--- src/rtl/mem_copy_master_if.sv ---
// ---------------------------------------------------------------------------
// mem_copy_master_if
// Get/Put memory port between a requester (master) and a memory responder
// (slave).
//   obtain_rq_get      [64:0]  request payload: [64:33] address,
//                              [32] iswrite, [31:0] write data
//   RDY_obtain_rq_get          request valid (requester -> responder)
//   EN_obtain_rq_get           responder takes the request
//   send_rs_put        [31:0]  response data (responder -> requester)
//   EN_send_rs_put             responder delivers the response
//   RDY_send_rs_put            requester is waiting for a response
// ---------------------------------------------------------------------------
interface mem_copy_master_if;
  logic [64:0] obtain_rq_get;
  logic        RDY_obtain_rq_get;
  logic        EN_obtain_rq_get;
  logic [31:0] send_rs_put;
  logic        EN_send_rs_put;
  logic        RDY_send_rs_put;

  modport master (
    output obtain_rq_get, RDY_obtain_rq_get, RDY_send_rs_put,
    input  EN_obtain_rq_get, send_rs_put, EN_send_rs_put
  );

  modport slave (
    input  obtain_rq_get, RDY_obtain_rq_get, RDY_send_rs_put,
    output EN_obtain_rq_get, send_rs_put, EN_send_rs_put
  );
endinterface

--- src/rtl/mem_copy_master.sv ---
// ---------------------------------------------------------------------------
// mem_copy_master
// Copies len 32-bit words from src_addr to dst_addr over the Get/Put memory
// port, one request outstanding at a time: read a word, write it, advance
// both addresses by 4 (modulo 2^32), repeat.
//
// Ports
//   clk, reset            rising-edge clock, synchronous active-high reset
//   start                 command strobe, sampled only while idle
//   src_addr, dst_addr    byte addresses of the first source/destination word
//   len [LENW-1:0]        number of words; 0 completes without any request
//   busy                  high while the copy is in progress
//   done                  one-cycle completion pulse
//   checksum [31:0]       sum of all read data of the last copy
//                         (only when MEM_COPY_CHECKSUM_EN is defined)
//   bus                   memory port, requester side
//
// Optional feature macro: MEM_COPY_CHECKSUM_EN
// All outputs are registered.
// ---------------------------------------------------------------------------
module mem_copy_master #(
  parameter int LENW = 16
) (
  input  logic            clk,
  input  logic            reset,
  input  logic            start,
  input  logic [31:0]     src_addr,
  input  logic [31:0]     dst_addr,
  input  logic [LENW-1:0] len,
  output logic            busy,
  output logic            done,
`ifdef MEM_COPY_CHECKSUM_EN
  output logic [31:0]     checksum,
`endif
  mem_copy_master_if.master bus
);

  typedef enum logic [2:0] {
    IDLE, RD_REQ, RD_WAIT, WR_REQ, WR_WAIT, DONE
  } state_t;

  state_t          state;
  logic [31:0]     src_q;
  logic [31:0]     dst_q;
  logic [LENW-1:0] remaining;

  // Address of the next word; wraps naturally at 2^32, low bits untouched.
  logic [31:0] src_next;
  logic [31:0] dst_next;
  assign src_next = src_q + 32'd4;
  assign dst_next = dst_q + 32'd4;

  // NOTE: all state and outputs are updated with non-blocking assignments so
  // every register samples the pre-edge values, regardless of statement order.
  always_ff @(posedge clk) begin
    if (reset) begin
      state                 <= IDLE;
      busy                  <= 1'b0;
      done                  <= 1'b0;
      bus.obtain_rq_get     <= '0;
      bus.RDY_obtain_rq_get <= 1'b0;
      bus.RDY_send_rs_put   <= 1'b0;
      src_q                 <= '0;
      dst_q                 <= '0;
      remaining             <= '0;
`ifdef MEM_COPY_CHECKSUM_EN
      checksum              <= '0;
`endif
    end else begin
      // done is a pulse: only the transitions into DONE raise it.
      done <= 1'b0;

      case (state)
        IDLE: begin
          if (start) begin
`ifdef MEM_COPY_CHECKSUM_EN
            checksum <= '0;
`endif
            if (len != '0) begin
              src_q                 <= src_addr;
              dst_q                 <= dst_addr;
              remaining             <= len;
              bus.obtain_rq_get     <= {src_addr, 1'b0, 32'h0};
              bus.RDY_obtain_rq_get <= 1'b1;
              busy                  <= 1'b1;
              state                 <= RD_REQ;
            end else begin
              done  <= 1'b1;
              state <= DONE;
            end
          end
        end

        // RDY_obtain_rq_get is high throughout RD_REQ/WR_REQ, so EN alone
        // marks acceptance here.
        RD_REQ: begin
          if (bus.EN_obtain_rq_get) begin
            bus.RDY_obtain_rq_get <= 1'b0;
            bus.obtain_rq_get     <= '0;
            bus.RDY_send_rs_put   <= 1'b1;
            state                 <= RD_WAIT;
          end
        end

        // The write payload register doubles as the holding register for
        // the read data.
        RD_WAIT: begin
          if (bus.EN_send_rs_put) begin
            bus.RDY_send_rs_put   <= 1'b0;
            bus.obtain_rq_get     <= {dst_q, 1'b1, bus.send_rs_put};
            bus.RDY_obtain_rq_get <= 1'b1;
`ifdef MEM_COPY_CHECKSUM_EN
            checksum              <= checksum + bus.send_rs_put;
`endif
            state                 <= WR_REQ;
          end
        end

        WR_REQ: begin
          if (bus.EN_obtain_rq_get) begin
            bus.RDY_obtain_rq_get <= 1'b0;
            bus.obtain_rq_get     <= '0;
            bus.RDY_send_rs_put   <= 1'b1;
            state                 <= WR_WAIT;
          end
        end

        // Write response data carries nothing useful and is dropped.
        WR_WAIT: begin
          if (bus.EN_send_rs_put) begin
            bus.RDY_send_rs_put <= 1'b0;
            src_q               <= src_next;
            dst_q               <= dst_next;
            remaining           <= remaining - LENW'(1);
            if (remaining > LENW'(1)) begin
              bus.obtain_rq_get     <= {src_next, 1'b0, 32'h0};
              bus.RDY_obtain_rq_get <= 1'b1;
              state                 <= RD_REQ;
            end else begin
              busy  <= 1'b0;
              done  <= 1'b1;
              state <= DONE;
            end
          end
        end

        DONE:    state <= IDLE;
        default: state <= IDLE;
      endcase
    end
  end

endmodule
--- src/flat_wrapper.sv ---
// flat-port wrapper written by rule: the top's interface ports become plain ports
module mem_copy_master_flat 
#(
  parameter int LENW = 16
)
  (clk, reset, start, src_addr, dst_addr, len, busy, done, bus_obtain_rq_get, bus_RDY_obtain_rq_get, bus_RDY_send_rs_put, bus_EN_obtain_rq_get, bus_send_rs_put, bus_EN_send_rs_put);
  mem_copy_master_if bus_i ();
  input  logic clk;
  input  logic reset;
  input  logic start;
  input  logic [31:0] src_addr;
  input  logic [31:0] dst_addr;
  input  logic [LENW-1:0] len;
  output logic busy;
  output logic done;
  output wire logic [$bits(bus_i.obtain_rq_get)-1:0] bus_obtain_rq_get;
  output wire logic [$bits(bus_i.RDY_obtain_rq_get)-1:0] bus_RDY_obtain_rq_get;
  output wire logic [$bits(bus_i.RDY_send_rs_put)-1:0] bus_RDY_send_rs_put;
  input wire logic [$bits(bus_i.EN_obtain_rq_get)-1:0] bus_EN_obtain_rq_get;
  input wire logic [$bits(bus_i.send_rs_put)-1:0] bus_send_rs_put;
  input wire logic [$bits(bus_i.EN_send_rs_put)-1:0] bus_EN_send_rs_put;
  assign bus_obtain_rq_get = bus_i.obtain_rq_get;
  assign bus_RDY_obtain_rq_get = bus_i.RDY_obtain_rq_get;
  assign bus_RDY_send_rs_put = bus_i.RDY_send_rs_put;
  assign bus_i.EN_obtain_rq_get = bus_EN_obtain_rq_get;
  assign bus_i.send_rs_put = bus_send_rs_put;
  assign bus_i.EN_send_rs_put = bus_EN_send_rs_put;
  mem_copy_master #(.LENW(LENW)) u_core (.clk(clk), .reset(reset), .start(start), .src_addr(src_addr), .dst_addr(dst_addr), .len(len), .busy(busy), .done(done), .bus(bus_i));
endmodule
--- config.mk ---
export PLATFORM = sky130hd
export DESIGN_NAME = mem_copy_master_flat
export DESIGN_NICKNAME = d
export VERILOG_FILES = /design/src/rtl/mem_copy_master_if.sv /design/src/rtl/mem_copy_master.sv /design/src/flat_wrapper.sv
export SDC_FILE = /design/constraint.sdc
export NUM_CORES = 1
export LEC_CHECK = 0
export ABC_AREA = 1
export CAP_MARGIN = 20
export CORE_MARGIN = 8
export CORE_UTILIZATION = 35
export DETAILED_ROUTE_END_ITERATION = 12
export HOLD_SLACK_MARGIN = 0.05
export PLACE_DENSITY_LB_ADDON = 0.12
export SYNTH_ARGS = -nofsm -noshare
export SYNTH_HDL_FRONTEND = slang
export SYNTH_SLANG_ARGS = --single-unit
--- constraint.sdc ---
create_clock -name clk -period 2.82 [get_ports clk]
set_input_delay 0.564 -clock clk [delete_from_list [all_inputs] [get_ports clk]]
set_output_delay 0.564 -clock clk [all_outputs]
set_load 0.1 [all_outputs]
==> run_1/ff_map.png <==
(3 px per µm) Other sequential cells in the stronger gray, the rest of the logic in the fainter gray.
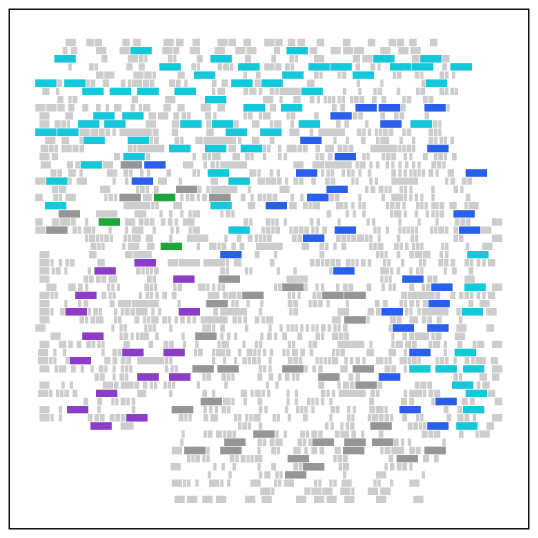
u_core.remaining: shown in purple, flops 16. u_core.src_q: shown in blue, flops 32. u_core.state: shown in green, flops 3. u_core.bus.obtain_rq_get: shown in cyan, flops 65.
Another 36 sequential cells are not colored.
Util after Layout: 46.4%
Flop area: 3040 µm²

==> run_1/floorplan.png <==
(2 px per µm) Pins as bars on the die edge.
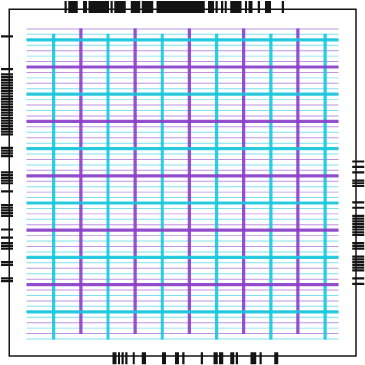
VSS: shown in cyan. VDD: shown in purple.
58 met1 rails follow the rows. 11 straps on met5. 11 straps on met4. The core has 57 rows.
DIE WIDTH: 173 µm
die height: 173 µm
VDD IR max: 0.000650 V
core footprint: 24200 µm²

==> results_slide.txt, run 1 <==
Key Metrics from the Run

Final layout
  – Number of fill cells: 2567
  – Non-clk bufs: 206
  – # nets final: 1656
  – Layout cells sized above 1: 9.43%
  – Clock network area share: 5.49%
  – Layout area overhead: 30.6%
  – Top cells excl fill/tap: nand2_1, nor2_1, a21oi_1
  – Comb. cell area: 4870 µm²
  – Inverter count: ~100
  – Commonest Layout Cell: nand2_1
  – Ant diodes: 2
  – Flip-flops: 152
  – Logic share of the area: 43.4%
  – Non-clk buf share: between 10% and 20%
  – Final-layout clock buffer total: 18
  – Multi-input gates: 1058
  – Largest class: combinational gates

Routing
  – Final ANT Viol Nets: 0
  – Drt pass-1 iters: 5
  – DRT iter0 DRCs: around 730
  – Metal-1 WL: ~14000 µm
  – Drt drc: 0
  – Met2 WL: roughly 15000 µm
  – Highest routed layer: met4
  – DRT Wirelength: 31100 µm
  – Met3 WL: 1550 µm
  – Avg WL per Cell: 16.6 µm

Synthesis
  – Adder Area Share: 0.583%
  – Aoi share: 19.2%
  – Synthesized Nets: between 1500 and 2000
  – FF+latch count, synth: 152
  – Post-synth EDFFs: 0
  – Simple-Gate Area Share: between 30 and 40%
  – Mux contribution to synthesized area: 0%
  – Mapped cell area: 8590 µm²
  – Post-Syn Instances: 1384
  – Chip Area, Yosys: 8590 µm²
  – Main flop type: dfxtp_1
  – Number of distinct library cells after synthesis: 39
  – Synth Seq Share: 35.4%
  – Top cells by area: dfxtp_1, nand2_1, a21oi_1, nor2_1, nand3_1
  – Area leader, netlist: dfxtp_1
  – Asr flop ratio synth: 0%
  – Syn_area_per_cell: 6.21 µm²
  – Largest logic family: simple AND/OR/NAND/NOR gates
  – # Cells Yosys: 1384
  – Top cell type's share of synthesized area: about 35%
  – XOR/XNOR Area Share: less than 1%

Timing
  – Final min period: 2250 ps
  – Final Max Tran Viols: 0
  – Final worst-path cycle share: 79.8%
  – Unrepaired setup endpoints after global routing: false
  – FMAX: between 400 and 500 MHz
  – Setup total negative slack: 0 ps
  – Max_slew headroom: 56.4%
  – Setup violators final: 0
  – Count of final hold-check violations: 0

Global routing
  – Vias in the first global route: 9240
  – Grt met3 use: 4.49%
  – GRT overflow: 0
  – GR Util met2: 34.4%
  – Initial antenna violation count: 1
  – Met1 Usage GRT: 26.2%
  – Largest net degree at the start of global routing: 72
  – Busiest grt layer: met2
  – GR Util All Layers: 20.5%

Power and ir drop
  – Clock share of power: between 10% and 20%
  – Power Density: between 1000 and 1500 nW/µm²
  – Switch Pwr: 0.00662 W
  – Pint: 0.00602 W
  – Max power group: combinational cells
  – Flop pwr share: 29.3%
  – Sw frac: between 50 and 60%
  – Clk. pwr: around 0.0024 W
  – Combinational power share: between 50% and 60%
  – Seq pwr: around 0.0037 W

Die
  – Chip area: 29800 µm²
  – Initial Util: 35.5%
  – # IOs: 186
  – Cell Rows: 57

Critical path
  – WS Path Type: flop to flop
  – Worst EP required: 3140 ps
  – CP max FO: about 70
  – CP Capture Type: flop
  – Top delay family on crit path: buffers and inverters
  – Buf/Inv on CP: 3
  – Crit-path cells: inv_2, nor2_4, buf_12, nand4_2, nand3_4, inv_2, o21ai_0, nor2_1
  – Worst Path Arrival: ~2600 ps
  – CP startpoint kind: flop
  – Crit path largest cell delay: 510 ps

Clock tree
  – CTS tree: yes
  – CTS clock-pin slew for the worst setup and hold paths: about 70 ps
  – Clk ins delay skew pair: 440 ps
  – Sink Count: 152
  – H-Tree Depth: 4
  – CTS Hold Buffers Added: 0
  – Root buffer cell: clkbuf_16
  – Post-CTS Setup Inserts: 0
  – Post-CTS sizing: 0

Worst hold path
  – Hold WC Path Type: flop to flop

Flow run
  – MaxCap Viol Count: 0
  – Tool warnings: 27

Placement
  – RePlAce Congestion: 0.887
  – DP HPWL: about 23000 µm
  – Port bufs: 185

Outcome
  – Outcome: complete, no violations
==> run_1/class_map.png <==
(3 px per µm) Fill, decap, tap and diode cells in gray.
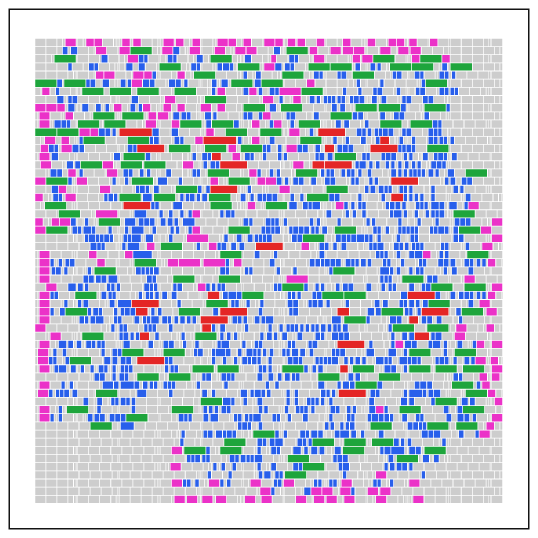
clock drivers and dummy loads: shown in red, cells 32. registers: shown in green, cells 152. remaining logic cells: shown in blue, cells 1158. remaining buffers and delay cells: shown in magenta, cells 206.
Final Instance Area: 11200 µm²
fraction of area in registers: 27.1%

-- run 1: metrics by stage --
stage	area [µm²]	worst slack [ps]	hold WS [ps]	instances	util, %
after floorplan	8590	1090	444	1384	-
after global placement	10600	359	432	1840	43.8
after detailed placement	10600	289	439	1840	43.8
after CTS	11200	587	449	1872	46.4
after global routing	11200	386	472	1873	46.4
final	11200	570	445	1874	46.4
-- run 1: sequential cells by signal, summed over array words and instances (netlist names) --
signal,count
u_core.done,1
u_core.bus.RDY_send_rs_put,1
u_core.bus.obtain_rq_get,65
u_core.bus.RDY_obtain_rq_get,1
u_core.state,3
u_core.dst_q,32
u_core.busy,1
u_core.remaining,16
u_core.src_q,32
-- run 1: cells in the mapped netlist (2+ instances only) --
cell type,count
nor2_1,191
and2_1,2
o21bai_1,4
a21oi_1,158
nor2_4,2
nand3_1,91
o21ai_0,68
nand2_1,380
buf_2,31
nor3_1,11
xnor2_1,2
xor2_1,3
a22o_1,2
inv_2,6
or2_1,3
or2_2,6
nand3b_1,8
inv_1,94
ha_1,4
nand4_1,37
a31oi_1,21
o211ai_1,13
buf_1,2
o21ai_1,38
dfxtp_1,152
clkbuf_1,41
o22ai_1,2
-- run 1: worst paths after layout --
path	to	from	slack, ps	cells past startpoint
hold reg to reg	u_core.bus.obtain_rq_get[33]$_SDFFE_PP0P_	u_core.bus.obtain_rq_get[33]$_SDFFE_PP0P_	450	2
setup reg to reg	u_core.bus.obtain_rq_get[44]$_SDFFE_PP0P_	u_core.state[2]$_SDFFE_PP0P_	570	8
setup / recovery	u_core.bus.obtain_rq_get[44]$_SDFFE_PP0P_	u_core.state[2]$_SDFFE_PP0P_	570	8
hold / removal	u_core.bus.obtain_rq_get[33]$_SDFFE_PP0P_	u_core.bus.obtain_rq_get[33]$_SDFFE_PP0P_	450	2
==> inputs of run 2 (changes only) <==
clock period = 2.2 ns   (was 2.82 ns; I/O delays follow)
==> run_2/ff_map.png <==
(3 px per µm) Other sequential cells in the stronger gray, the rest of the logic in the fainter gray.
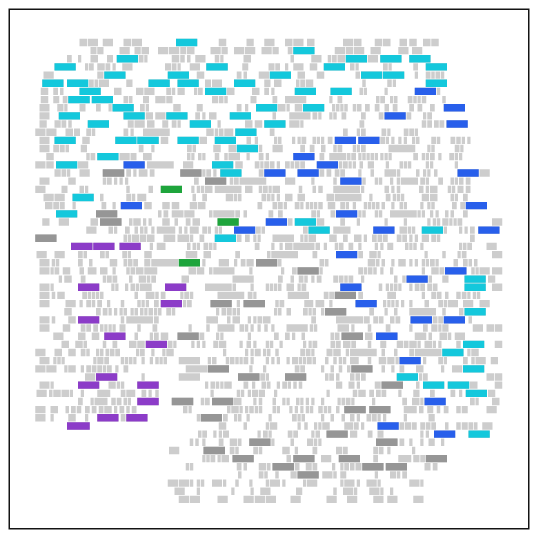
u_core.bus.obtain_rq_get: shown in cyan, flops 65. u_core.src_q: shown in blue, flops 32. u_core.state: shown in green, flops 3. u_core.remaining: shown in purple, flops 16.

==> results_slide.txt, run 2 <==
Key Metrics from the Run

Outcome
  – Outcome: complete, no violations

Die
  – Cell Rows: 57
  – Initial Util: 35.5%
  – Chip area: 29800 µm²
  – DIE WIDTH: 173 µm
  – Core footprint: approximately 24000 µm²
  – # IOs: 186
  – Die height: 173 µm

Routing
  – Drt drc: 0
  – Vias per cell: 5.08
  – DRT Wirelength: around 32000 µm
  – Final ANT Viol Nets: 0
  – Avg WL per Cell: roughly 16 µm
  – Met3 WL: 1710 µm
  – Highest routed layer: met5
  – Drt pass-1 iters: 7
  – Metal-1 WL: 14000 µm
  – Met2 WL: 14900 µm
  – DR vias: 9780
  – DRT iter0 DRCs: 668

Timing
  – Max_slew headroom: 55.3%
  – Final min period: 2000 ps
  – Final Max Tran Viols: 0
  – Clock Skews: 18.8 ps
  – Worst-margin pin slew: 670 ps
  – Count of final hold-check violations: 0
  – Final worst setup slack: 203 ps
  – Unrepaired setup endpoints after global routing: false
  – Final worst-path cycle share: 90.8%
  – FMAX: 501 MHz
  – Setup violators final: 0

Placement
  – Pre-CTS WS: -108 ps
  – RePlAce Congestion: 0.941
  – DP HPWL: 23400 µm
  – Port bufs: approximately 190

Power and ir drop
  – Leak pwr: about 4.7 nW
  – Clock share of power: 18.0%
  – Sw frac: 52.1%
  – P_comb: roughly 0.0090 W
  – Switch Pwr: 0.00871 W
  – Clk. pwr: ~0.0030 W
  – Pint: 0.00799 W
  – Seq pwr: ~0.0047 W
  – VDD IR max: 0.000894 V
  – Combinational power share: 53.7%
  – Power Density: around 1400 nW/µm²
  – Max power group: combinational cells
  – Flop pwr share: 28.3%

Global routing
  – GR Util met2: 34.3%
  – Busiest grt layer: met2
  – Grt met3 use: under 10%
  – GR Util All Layers: between 20% and 30%
  – Largest net degree at the start of global routing: between 80 and 90
  – Global-route wire length before repair: about 50000 µm
  – GRT overflow: 0
  – Initial antenna violation count: 2
  – Met1 Usage GRT: 25.7%
  – Vias in the first global route: 9447

Final layout
  – # nets final: around 1700
  – Util after Layout: 48.3%
  – Commonest Layout Cell: nand2_1
  – Layout area overhead: 35.9%
  – Most flops, register: u_core.bus.obtain_rq_get
  – Layout cells sized above 1: roughly 12%
  – Top cells excl fill/tap: nand2_1, nor2_1, a21oi_1
  – Max reg flops: 65
  – Largest regs: u_core.bus.obtain_rq_get: 65 flops, u_core.dst_q: 32 flops, u_core.src_q: 32 flops

Critical path
  – CP Capture Type: flop
  – WS Path Type: flop to flop
  – Crit path largest cell delay: 500 ps
  – Buf/Inv on CP: 3
  – Worst EP required: 2570 ps
  – Worst Path Arrival: ~2400 ps
  – Most frequent CP cell: inv_2
  – Crit-path cells: inv_2, nor2_4, inv_2, buf_4, o31ai_1, nand2_1, a21oi_1
  – Top delay family on crit path: buffers and inverters
  – Slowest-stage cell, CP: dfxtp_1
  – CP startpoint kind: flop
  – CP max FO: 29

Clock tree
  – CTS tree: yes
  – CTS Hold Buffers Added: 0
  – Root buffer cell: clkbuf_16
  – Clk ins delay skew pair: 440 ps
  – Post-CTS sizing: 0
  – H-Tree Depth: 4
  – Post-CTS Setup Inserts: 0
  – Inserted Clock Buffers: 17
  – CTS clock-pin slew for the worst setup and hold paths: around 80 ps
  – CTS Buffer Depth: 2
  – Sink Count: 152

Synthesis
  – Post-synth EDFFs: 0
  – Post-Syn Instances: 1384
  – Syn. warnings: 0
  – Top cells by area: dfxtp_1, nand2_1, a21oi_1, nor2_1, nand3_1
  – Main flop type: dfxtp_1
  – Area leader, netlist: dfxtp_1
  – Most frequent cell after synthesis: nand2_1
  – Syn_area_per_cell: 6.21 µm²
  – Top cell type's share of synthesized area: 35.4%
  – FF+latch count, synth: 152
  – Chip Area, Yosys: 8590 µm²
  – Mapped cell area: 8590 µm²
  – Synth Seq Share: 35.4%
  – Synth top cells by count: nand2_1, nor2_1, a21oi_1
  – Synthesized Nets: 1505
  – # Cells Yosys: 1384
  – Asr flop ratio synth: 0%
  – Number of distinct library cells after synthesis: 39

Flow run
  – Tool warnings: 27
  – MaxCap Viol Count: 0

Worst hold path
  – Hold WC Path Type: flop to flop
-- run 2: cells by family after synthesis --
kind of cell	share of synthesized area, %
buffers and inverters	8.06
AOI/OAI and AO/OA	19.2
and+or+nand+nor	36.2
xor gates and xnor gates	0.510
adders and majority gates	0.583
DFF	35.4
-- run 2: per-stage QoR --
stage               hold WS [ps]  cells  TNS (ps)  cell area [µm²]  total power, W
floorplan                    444   1384         0             8590          0.0108
global placement             431   1893     -4900            11100          0.0137
detailed placement           432   1893     -5970            11100          0.0137
CTS                          445   1925         0            11700          0.0168
global route                 465   1926         0            11700          0.0178
finish                       442   1926         0            11700          0.0167
-- run 2: area by class of cell --
| class | instances | area, µm² |
|---|---|---|
| repair buffers | 259 | 2380 |
| flip-flops and latches | 152 | 3040 |
| inverters | 100 | 375 |
| diodes | 1 | 2.50 |
| clock inverters | 15 | 175 |
| well taps | 324 | 405 |
| fillers | 2531 | 12500 |
| clock buffers | 17 | 425 |
| multi-input cells | 1058 | 4870 |
-- run 2: path summary, 6_finish.rpt --
| kind | from | endpoint | slack (ps) | cells after the start |
|---|---|---|---|---|
| max | u_core.state[2]$_SDFFE_PP0P_ | u_core.remaining[8]$_SDFFE_PP0P_ | 200 | 7 |
| min | u_core.bus.obtain_rq_get[34]$_SDFFE_PP0P_ | u_core.bus.obtain_rq_get[34]$_SDFFE_PP0P_ | 440 | 2 |
| min reg2reg | u_core.bus.obtain_rq_get[34]$_SDFFE_PP0P_ | u_core.bus.obtain_rq_get[34]$_SDFFE_PP0P_ | 440 | 2 |
| max reg2reg | u_core.state[2]$_SDFFE_PP0P_ | u_core.remaining[8]$_SDFFE_PP0P_ | 200 | 7 |
==> inputs of run 3 (changes only) <==
CORE_UTILIZATION = 50   (was 35)
PLACE_DENSITY = 0.78   (was not set)
PLACE_DENSITY_LB_ADDON = not set   (was 0.12)
==> run_3/congestion_map.png <==
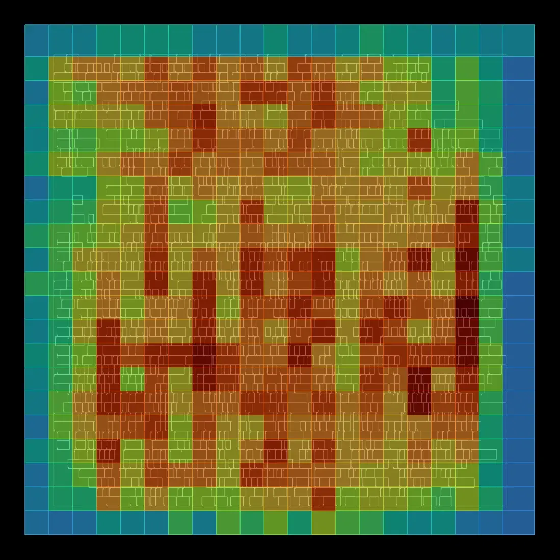
busiest grt layer: met2
GR Util All Layers: 27.0%

==> results_slide.txt, run 3 <==
Key Metrics from the Run

Final layout
  – Flop area: 3040 µm²
  – Util after Layout: roughly two thirds
  – Largest regs: u_core.bus.obtain_rq_get: 65 flops, u_core.dst_q: 32 flops, u_core.src_q: 32 flops
  – Comb. cell area: 4870 µm²
  – Top cells excl fill/tap: nand2_1, nor2_1, a21oi_1
  – Max reg flops: between 60 and 70
  – Commonest Layout Cell: nand2_1
  – Most flops, register: u_core.bus.obtain_rq_get
  – Layout area overhead: 32.1%
  – # nets final: 1681

Routing
  – DRT iter0 DRCs: slightly above 800
  – Met3 WL: 1800 µm
  – Drt drc: 0
  – DR vias: 9882
  – Final ANT Viol Nets: 0
  – Drt pass-1 iters: 5

Critical path
  – Worst EP required: 2470 ps
  – Top delay family on crit path: buffers and inverters
  – R2R Path End: u_core.state[2]$_SDFFE_PP0P_
  – CP max FO: 34
  – Slowest-stage cell, CP: dfxtp_1
  – Crit path largest cell delay: 400 ps
  – R2R setup slack: about 140 ps
  – Worst r2r path cells: 9

Worst hold path
  – WHS Path Cells: 2
  – WHS Endpoint: u_core.bus.obtain_rq_get[34]$_SDFFE_PP0P_

Clock tree
  – H-Tree Depth: 4
  – Root buffer cell: clkbuf_16
  – CTS Hold Buffers Added: 0
  – Inserted Clock Buffers: 17
  – CTS clock-pin slew for the worst setup and hold paths: 70 ps
  – CTS tree: yes

Synthesis
  – Synthesized Nets: 1505
  – Aoi share: 19.2%
  – Syn_area_per_cell: 6.21 µm²
  – Top cells by area: dfxtp_1, nand2_1, a21oi_1, nor2_1, nand3_1
  – Main flop type: dfxtp_1
  – # Cells Yosys: 1384
  – Top cell type's share of synthesized area: 35.4%
  – Asr flop ratio synth: 0%
  – FF+latch count, synth: 152
  – Mapped cell area: approximately 8600 µm²
  – Area leader, netlist: dfxtp_1
  – Simple-Gate Area Share: 36.2%
  – Synth Seq Share: a little over a third
  – Largest logic family: simple AND/OR/NAND/NOR gates
  – Chip Area, Yosys: 8590 µm²

Timing
  – Final Max Tran Viols: 0
  – Unrepaired setup endpoints after global routing: false
  – Final worst setup slack: approximately 140 ps
  – FMAX: 485 MHz
  – Count of final hold-check violations: 0
  – Final worst-path cycle share: 93.7%

Power and ir drop
  – VDD IR max: ~0.0011 V
  – Clock share of power: 19.9%
  – Combinational power share: roughly half
  – Max power group: combinational cells
  – Seq pwr: 0.00474 W
  – Power Density: 1470 nW/µm²
  – Switch Pwr: about 0.0084 W

Placement
  – Port bufs: 185
  – DP HPWL: 21700 µm
  – RePlAce Congestion: 0.937

Global routing
  – GRT overflow: 0
  – GR Util met2: 45.2%
  – Grt met3 use: about 5.4%
  – Global-route wire length before repair: 47800 µm
  – Largest net degree at the start of global routing: 82
  – Met1 Usage GRT: 33.2%

Die
  – Initial Util: 50.4%
  – Chip area: 21600 µm²
  – Die height: 147 µm

Flow run
  – Tool warnings: 27

Outcome
  – Outcome: complete, no violations
-- run 3: cell counts after synthesis --
No cell type changed its count.
-- run 3: stage by stage --
step           hold WS [ps]  cell area [µm²]  power, W  cells  TNS [ps]
2_1_floorplan           444             8590    0.0108   1384         0
3_3_place_gp            431            10700    0.0132   1766     -1540
3_5_place_dp            435            10700    0.0133   1766     -2400
4_1_cts                 447            11300    0.0166   1798         0
5_1_grt                 467            11300    0.0176   1798         0
6_report                449            11300    0.0166   1798         0
-- run 3: how the worst max path moves through the flow --
stage	to	slack, ps	startpoint
2_1_floorplan	u_core.bus.obtain_rq_get[44]$_SDFFE_PP0P_	480	u_core.remaining[0]$_SDFFE_PP0P_
3_5_place_dp	u_core.bus.obtain_rq_get[35]$_SDFFE_PP0P_	-90	len[11]
3_3_place_gp	u_core.bus.obtain_rq_get[35]$_SDFFE_PP0P_	-70	len[11]
4_1_cts	u_core.remaining[0]$_SDFFE_PP0P_	160	u_core.state[2]$_SDFFE_PP0P_
5_1_grt	u_core.src_q[7]$_SDFFE_PP0P_	9	u_core.state[2]$_SDFFE_PP0P_
6_report	u_core.state[2]$_SDFFE_PP0P_	140	u_core.remaining[0]$_SDFFE_PP0P_
-- run 3: tightest hold or removal path: cells and delay by family, from the launching register on --
family,cells,cell delay (ps)
AOI/OAI and AO/OA,1,50
buffers and inverters,1,50
DFF,1,310
-- run 3: repair_timing --
action                     in CTS  in global routing
setup endpoints to repair       0                  5
gates resized                   0                  3
setup buffers                   0                  0
-- run 3: layout make-up --
class	instances	area share [%]
clock buffers	19	3.90
inverters	100	3.33
well taps	225	2.48
clock inverters	13	1.91
flip-flops and latches	152	26.8
repair buffers	231	18.7
multi-input cells	1058	42.9

==> screenshots <==
Routed clock nets over the placement.
picture 1
(3 px per µm)
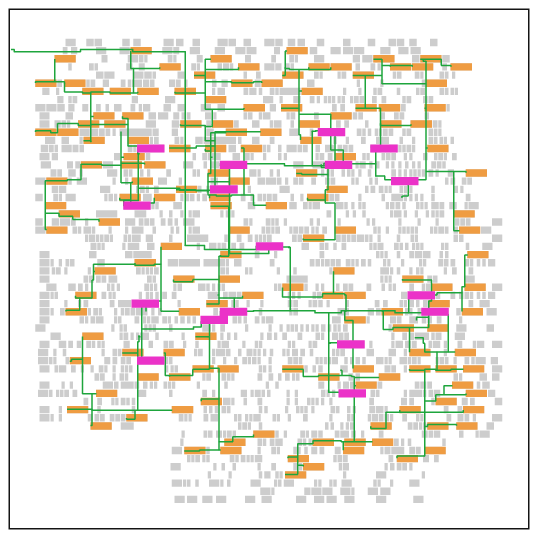
picture 2
(4 px per µm)
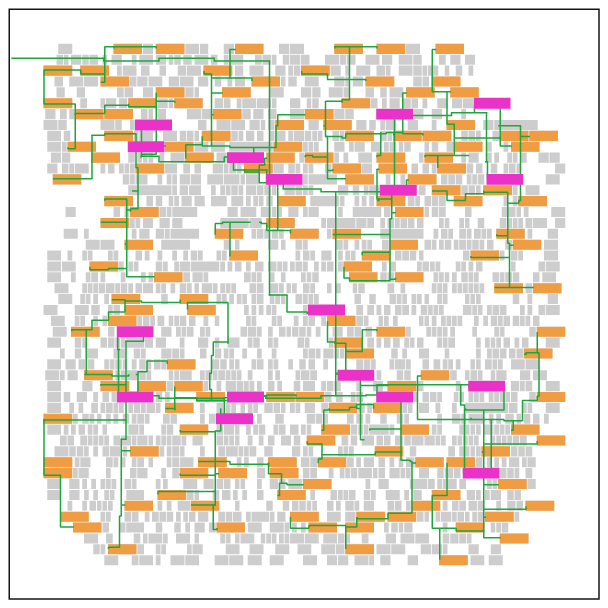
run 3: picture 2
run 1: picture 1
Of these, largest die: picture 1

Key to picture 1:
clock-net drivers: shown in magenta, count 17. clock wires: shown in green, length 2230 µm. flip-flops: shown in orange, count 152.
Position of the flops: spread over the die. There are 18 routed clock nets.

No activity file was given, so power comes from the tool's default toggle rates.
